==> src/rtl/game_stage_sequencer_pkg.sv <==
// Shared definitions for the game stage sequencer and the game-manager ROM reader:
// FSM encoding, stage record field widths and the end-of-table marker.
package game_stage_sequencer_pkg;

    localparam int STAGE_W   = 8;
    localparam int AMOUNT_W  = 10;
    localparam int GRAVITY_W = 3;
    localparam int COORD_W   = 10;
    localparam int WAIT_W    = 8;

    localparam logic [STAGE_W-1:0] END_STAGE_ID = 8'hFF;

    typedef enum logic [2:0] {
        ST_IDLE  = 3'd0,
        ST_FETCH = 3'd1,
        ST_ACK   = 3'd2,
        ST_CHECK = 3'd3,
        ST_RUN   = 3'd4,
        ST_DONE  = 3'd5
    } seq_state_t;

    // Live stage descriptor; wait_time is consumed by the timer and kept apart.
    typedef struct packed {
        logic [STAGE_W-1:0]   stage;
        logic [AMOUNT_W-1:0]  attack_amount;
        logic [AMOUNT_W-1:0]  platform_amount;
        logic [GRAVITY_W-1:0] gravity_direction;
        logic [COORD_W-1:0]   x1;
        logic [COORD_W-1:0]   y1;
        logic [COORD_W-1:0]   x2;
        logic [COORD_W-1:0]   y2;
    } stage_desc_t;

    function automatic int cnt_width(input int n);
        return (n > 1) ? $clog2(n) : 1;
    endfunction

endpackage

==> src/rtl/game_stage_sequencer_stage_wait_timer.sv <==
// Stage wait timer: counts frame ticks into wait units and flags the tick that
// finishes the last unit. A zero unit count never expires.
module stage_wait_timer
    import game_stage_sequencer_pkg::*;
#(
    parameter int TICKS_PER_UNIT = 60
) (
    input  logic              clk,
    input  logic              reset,
    input  logic              load,
    input  logic [WAIT_W-1:0] load_units,
    input  logic              run,
    input  logic              frame_tick,
    input  logic              pause,
    output logic              expired
);
    localparam int                TICK_W    = cnt_width(TICKS_PER_UNIT);
    localparam logic [TICK_W-1:0] TICK_LAST = TICK_W'(TICKS_PER_UNIT - 1);

    logic [TICK_W-1:0] tick_cnt_r, tick_cnt_s;
    logic [WAIT_W-1:0] unit_cnt_r, unit_cnt_s;
    logic              step_s, wrap_s;

    // Counter next-state and expiry decode
    always_comb begin
        step_s     = run && frame_tick && !pause;
        wrap_s     = step_s && (tick_cnt_r == TICK_LAST);
        tick_cnt_s = tick_cnt_r;
        unit_cnt_s = unit_cnt_r;
        if (load) begin
            tick_cnt_s = '0;
            unit_cnt_s = load_units;
        end else if (wrap_s) begin
            tick_cnt_s = '0;
            if (unit_cnt_r != '0) begin
                unit_cnt_s = unit_cnt_r - WAIT_W'(1);
            end else begin
                unit_cnt_s = unit_cnt_r;
            end
        end else if (step_s) begin
            tick_cnt_s = tick_cnt_r + TICK_W'(1);
        end else begin
            tick_cnt_s = tick_cnt_r;
        end
        expired = wrap_s && (unit_cnt_r == WAIT_W'(1));
    end

    // Counter registers
    always_ff @(posedge clk or posedge reset) begin
        if (reset) begin
            tick_cnt_r <= '0;
            unit_cnt_r <= '0;
        end else begin
            tick_cnt_r <= tick_cnt_s;
            unit_cnt_r <= unit_cnt_s;
        end
    end

endmodule

==> src/rtl/game_stage_sequencer.sv <==
// Game stage sequencer: fetches stage records through the ROM reader, holds the
// live stage descriptor and advances on wait timeout or early clear.
module game_stage_sequencer
    import game_stage_sequencer_pkg::*;
#(
    parameter int                 ADDR_WIDTH     = 8,
    parameter int                 TICKS_PER_UNIT = 60,
    parameter int                 ACK_TIMEOUT    = 15,
    parameter logic [STAGE_W-1:0] END_STAGE      = END_STAGE_ID
) (
    input  logic                  clk,
    input  logic                  reset,
    input  logic                  start,
    input  logic                  frame_tick,
    input  logic                  pause,
    input  logic                  stage_clear,
    output logic [ADDR_WIDTH-1:0] rom_addr,
    output logic                  sync_game_manager,
    input  logic                  update_game_manager,
    input  logic [STAGE_W-1:0]    rom_stage,
    input  logic [AMOUNT_W-1:0]   rom_attack_amount,
    input  logic [AMOUNT_W-1:0]   rom_platform_amount,
    input  logic [GRAVITY_W-1:0]  rom_gravity_direction,
    input  logic [COORD_W-1:0]    rom_x1,
    input  logic [COORD_W-1:0]    rom_y1,
    input  logic [COORD_W-1:0]    rom_x2,
    input  logic [COORD_W-1:0]    rom_y2,
    input  logic [WAIT_W-1:0]     rom_wait_time,
    output logic [STAGE_W-1:0]    cur_stage,
    output logic [AMOUNT_W-1:0]   cur_attack_amount,
    output logic [AMOUNT_W-1:0]   cur_platform_amount,
    output logic [GRAVITY_W-1:0]  cur_gravity_direction,
    output logic [COORD_W-1:0]    cur_x1,
    output logic [COORD_W-1:0]    cur_y1,
    output logic [COORD_W-1:0]    cur_x2,
    output logic [COORD_W-1:0]    cur_y2,
    output logic                  stage_start,
    output logic                  stage_active,
    output logic                  sequence_done,
    output logic                  rom_error
);
    localparam int               ACK_W    = cnt_width(ACK_TIMEOUT);
    localparam logic [ACK_W-1:0] ACK_LAST = ACK_W'(ACK_TIMEOUT - 1);

    seq_state_t            state_r, state_s;
    stage_desc_t           shadow_r, shadow_s, cur_r, cur_s;
    logic [WAIT_W-1:0]     shadow_wait_r, shadow_wait_s;
    logic [ADDR_WIDTH-1:0] rom_addr_r, rom_addr_s;
    logic [ACK_W-1:0]      ack_cnt_r, ack_cnt_s;
    logic                  rom_error_r, rom_error_s;
    logic                  stage_start_r, stage_start_s;
    logic                  sync_r, sync_s, active_r, active_s, done_r, done_s;
    logic                  run_s, load_s, expired_s;
    logic                  is_end_s, last_addr_s, ack_expire_s, advance_s;

    assign run_s = (state_r == ST_RUN);

    stage_wait_timer #(
        .TICKS_PER_UNIT(TICKS_PER_UNIT)
    ) u_timer (
        .clk       (clk),
        .reset     (reset),
        .load      (load_s),
        .load_units(shadow_wait_r),
        .run       (run_s),
        .frame_tick(frame_tick),
        .pause     (pause),
        .expired   (expired_s)
    );

    // Condition decode shared by next-state and output logic
    always_comb begin
        is_end_s     = (shadow_r.stage == END_STAGE);
        last_addr_s  = (rom_addr_r == {ADDR_WIDTH{1'b1}});
        ack_expire_s = (state_r == ST_ACK) && !update_game_manager && (ack_cnt_r == ACK_LAST);
        advance_s    = run_s && (stage_clear || expired_s);
    end

    // State register
    always_ff @(posedge clk or posedge reset) begin
        if (reset) begin
            state_r <= ST_IDLE;
        end else begin
            state_r <= state_s;
        end
    end

    // Next-state logic
    always_comb begin
        state_s = state_r;
        case (state_r)
            ST_IDLE, ST_DONE: begin
                if (start) state_s = ST_FETCH;
                else       state_s = state_r;
            end
            ST_FETCH: state_s = ST_ACK;
            ST_ACK: begin
                if (update_game_manager) state_s = ST_CHECK;
                else if (ack_expire_s)   state_s = ST_DONE;
                else                     state_s = ST_ACK;
            end
            ST_CHECK: begin
                if (is_end_s) state_s = ST_DONE;
                else          state_s = ST_RUN;
            end
            ST_RUN: begin
                if (advance_s) state_s = last_addr_s ? ST_DONE : ST_FETCH;
                else           state_s = ST_RUN;
            end
            default: state_s = ST_IDLE;
        endcase
    end

    // Output logic: next values of the registered outputs and record datapath
    always_comb begin
        rom_addr_s    = rom_addr_r;
        ack_cnt_s     = ack_cnt_r;
        rom_error_s   = rom_error_r;
        shadow_s      = shadow_r;
        shadow_wait_s = shadow_wait_r;
        cur_s         = cur_r;
        stage_start_s = 1'b0;
        load_s        = 1'b0;
        case (state_r)
            ST_IDLE, ST_DONE: begin
                if (start) begin
                    rom_addr_s  = '0;
                    rom_error_s = 1'b0;
                end else begin
                    rom_addr_s  = rom_addr_r;
                end
            end
            ST_FETCH: ack_cnt_s = '0;
            ST_ACK: begin
                if (update_game_manager) begin
                    shadow_s = '{stage: rom_stage, attack_amount: rom_attack_amount,
                                 platform_amount: rom_platform_amount,
                                 gravity_direction: rom_gravity_direction,
                                 x1: rom_x1, y1: rom_y1, x2: rom_x2, y2: rom_y2};
                    shadow_wait_s = rom_wait_time;
                end else if (ack_expire_s) begin
                    rom_error_s = 1'b1;
                end else begin
                    ack_cnt_s = ack_cnt_r + ACK_W'(1);
                end
            end
            ST_CHECK: begin
                if (!is_end_s) begin
                    cur_s         = shadow_r;
                    stage_start_s = 1'b1;
                    load_s        = 1'b1;
                end else begin
                    cur_s = cur_r;
                end
            end
            ST_RUN: begin
                if (advance_s && !last_addr_s) rom_addr_s = rom_addr_r + ADDR_WIDTH'(1);
                else                           rom_addr_s = rom_addr_r;
            end
            default: rom_addr_s = rom_addr_r;
        endcase
        sync_s   = (state_s != ST_FETCH);
        active_s = (state_s == ST_RUN);
        done_s   = (state_s == ST_DONE);
    end

    // Output and datapath registers
    always_ff @(posedge clk or posedge reset) begin
        if (reset) begin
            rom_addr_r    <= '0;
            ack_cnt_r     <= '0;
            rom_error_r   <= 1'b0;
            shadow_r      <= '0;
            shadow_wait_r <= '0;
            cur_r         <= '0;
            stage_start_r <= 1'b0;
            sync_r        <= 1'b1;
            active_r      <= 1'b0;
            done_r        <= 1'b0;
        end else begin
            rom_addr_r    <= rom_addr_s;
            ack_cnt_r     <= ack_cnt_s;
            rom_error_r   <= rom_error_s;
            shadow_r      <= shadow_s;
            shadow_wait_r <= shadow_wait_s;
            cur_r         <= cur_s;
            stage_start_r <= stage_start_s;
            sync_r        <= sync_s;
            active_r      <= active_s;
            done_r        <= done_s;
        end
    end

    assign rom_addr              = rom_addr_r;
    assign sync_game_manager     = sync_r;
    assign cur_stage             = cur_r.stage;
    assign cur_attack_amount     = cur_r.attack_amount;
    assign cur_platform_amount   = cur_r.platform_amount;
    assign cur_gravity_direction = cur_r.gravity_direction;
    assign cur_x1                = cur_r.x1;
    assign cur_y1                = cur_r.y1;
    assign cur_x2                = cur_r.x2;
    assign cur_y2                = cur_r.y2;
    assign stage_start           = stage_start_r;
    assign stage_active          = active_r;
    assign sequence_done         = done_r;
    assign rom_error             = rom_error_r;

endmodule
==> config.mk <==
export PLATFORM = sky130hd
export DESIGN_NAME = game_stage_sequencer
export DESIGN_NICKNAME = d
export VERILOG_FILES = /design/src/rtl/game_stage_sequencer_pkg.sv /design/src/rtl/game_stage_sequencer_stage_wait_timer.sv /design/src/rtl/game_stage_sequencer.sv
export SDC_FILE = /design/constraint.sdc
export NUM_CORES = 1
export LEC_CHECK = 0
export CORE_MARGIN = 4
export CORE_UTILIZATION = 59
export CTS_BUF_LIST = sky130_fd_sc_hd__clkbuf_4 sky130_fd_sc_hd__clkbuf_8
export CTS_CLUSTER_SIZE = 12
export DETAILED_ROUTE_END_ITERATION = 8
export DONT_BUFFER_PORTS = 1
export PLACE_DENSITY = 0.78
export RECOVER_POWER = 50
export SLEW_MARGIN = 20
export SYNTH_ARGS = -nofsm -noshare
export SYNTH_HDL_FRONTEND = slang
export SYNTH_SLANG_ARGS = --single-unit
==> constraint.sdc <==
create_clock -name clk -period 6 [get_ports clk]
set_input_delay 1.2 -clock clk [delete_from_list [all_inputs] [get_ports clk]]
set_output_delay 1.2 -clock clk [all_outputs]
set_load 0.005 [all_outputs]
port_nets.png
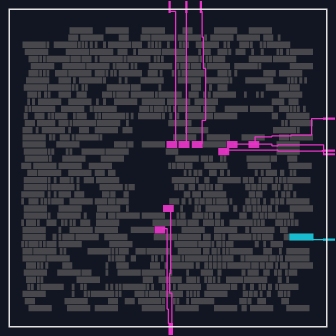
legend:
  cyan:
    port: sequence_done
    direction: output
    end_cells: 1
    wire: 4.50 um
  magenta:
    port: rom_wait_time
    direction: input
    end_cells: 8
    wire: 358 um
count of input and output buffers: 0
I/O pin total: 170

metal_stack.png
The bar under the picture is 20 um long.
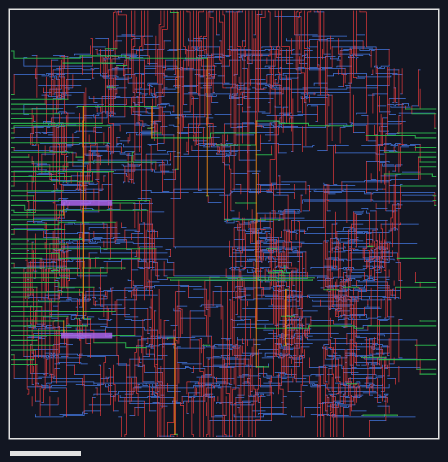
legend:
  purple:
    layer: met5
    wire_length: 25.8 um
  blue:
    layer: met1
    wire_length: 6020 um
  orange:
    layer: met4
    wire_length: 271 um
  red:
    layer: met2
    wire_length: 8010 um
  green:
    layer: met3
    wire_length: 1500 um

final_clocks.png
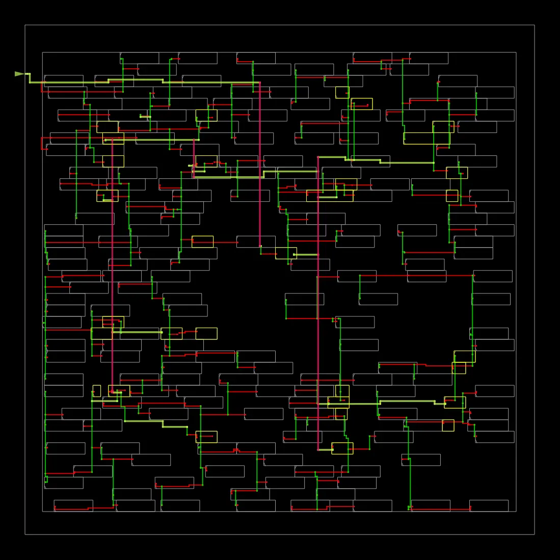
worst clock skew on the final layout: 0.0139 ns
power in the clock group: 0.000857 W
insertion delay of the later-clocked pin in the worst-skew pair: 0.46 ns

==> flow_summary.json <==
{
  "setup.worst_path.start": "state_r[2]$_DFF_PP0_",
  "critical_register_to_register_path_endpoint": "u_timer.unit_cnt_r[5]$_DFFE_PP0P_",
  "final_core_util_pct": 65.8,
  "hold_class": "reg2reg",
  "worst_setup_path_end_kind": "flip-flop",
  "drt.antenna.violating_nets": 0,
  "dominant-cell-class": "flip-flops and latches",
  "arrival_time_of_data_at_the_critical_path_endpoint_ns": 3.63,
  "layout.cells.most_common_list": "232 x sky130_fd_sc_hd__nand2_1, 183 x sky130_fd_sc_hd__dfrtp_1, 79 x sky130_fd_sc_hd__mux2_2",
  "clock_tree_from_tritoncts": "yes",
  "gp_congestion": 0.831,
  "worstRegToRegCells": 8,
  "post-route-drc-count": 0,
  "hold_viol": 0,
  "final.setup.worst_slack_ns": 2.72,
  "bufAreaShareNonClock_pct": 0.576,
  "initial_antenna_violation_count": 3,
  "layout-area-overhead-vs-synth_pct": 7.19,
  "dr_wl_met3_um": 1500,
  "finalPower_w": 0.00402,
  "layout_cells_sized_above_1_pct": 18.5,
  "post_synth_inst_count": 682,
  "buffers_excl_clock": 5,
  "yosys.stat.chipArea_um2": 7500,
  "number_of_search_and_repair_iterations_in_the_first_detailed_routing_pass": 5,
  "ctsResizeCount": 0,
  "core_area_um2": 12200,
  "outcome": "finished clean",
  "swShare_pct": 33.4
}
synth_stat cells, types with 2 or more instances:
cell type,n
sky130_fd_sc_hd__a21boi_0,2
sky130_fd_sc_hd__a21oi_1,14
sky130_fd_sc_hd__a22oi_1,3
sky130_fd_sc_hd__a311oi_1,3
sky130_fd_sc_hd__a31oi_1,3
sky130_fd_sc_hd__and2_1,3
sky130_fd_sc_hd__and3_1,4
sky130_fd_sc_hd__buf_2,9
sky130_fd_sc_hd__clkbuf_1,21
sky130_fd_sc_hd__dfrtp_1,183
sky130_fd_sc_hd__ha_1,7
sky130_fd_sc_hd__inv_1,8
sky130_fd_sc_hd__mux2_2,79
sky130_fd_sc_hd__mux2i_1,2
sky130_fd_sc_hd__nand2_1,232
sky130_fd_sc_hd__nand2b_1,3
sky130_fd_sc_hd__nand3_1,13
sky130_fd_sc_hd__nand3b_1,2
sky130_fd_sc_hd__nand4_1,4
sky130_fd_sc_hd__nor2_1,22
sky130_fd_sc_hd__nor3_1,9
sky130_fd_sc_hd__nor3b_2,2
sky130_fd_sc_hd__nor4_1,2
sky130_fd_sc_hd__o21ai_0,17
sky130_fd_sc_hd__o221a_2,2
sky130_fd_sc_hd__o22a_1,6
sky130_fd_sc_hd__o22ai_1,2
sky130_fd_sc_hd__or2_2,2
sky130_fd_sc_hd__or3_1,2
sky130_fd_sc_hd__xnor2_1,2
sky130_fd_sc_hd__xor2_1,2
flip-flops by register name (all words and copies together), names as in the netlist, 3 cells and up:
register,cells
cur_x1,10
cur_stage,8
cur_y2,10
cur_attack_amount,10
u_timer.unit_cnt_r,8
cur_y1,10
state_r,3
cur_platform_amount,10
shadow_r,71
cur_x2,10
cur_gravity_direction,3
rom_addr,8
ack_cnt_r,4
shadow_wait_r,8
u_timer.tick_cnt_r,6
No activity file was given, so power comes from the tool's default toggle rates.
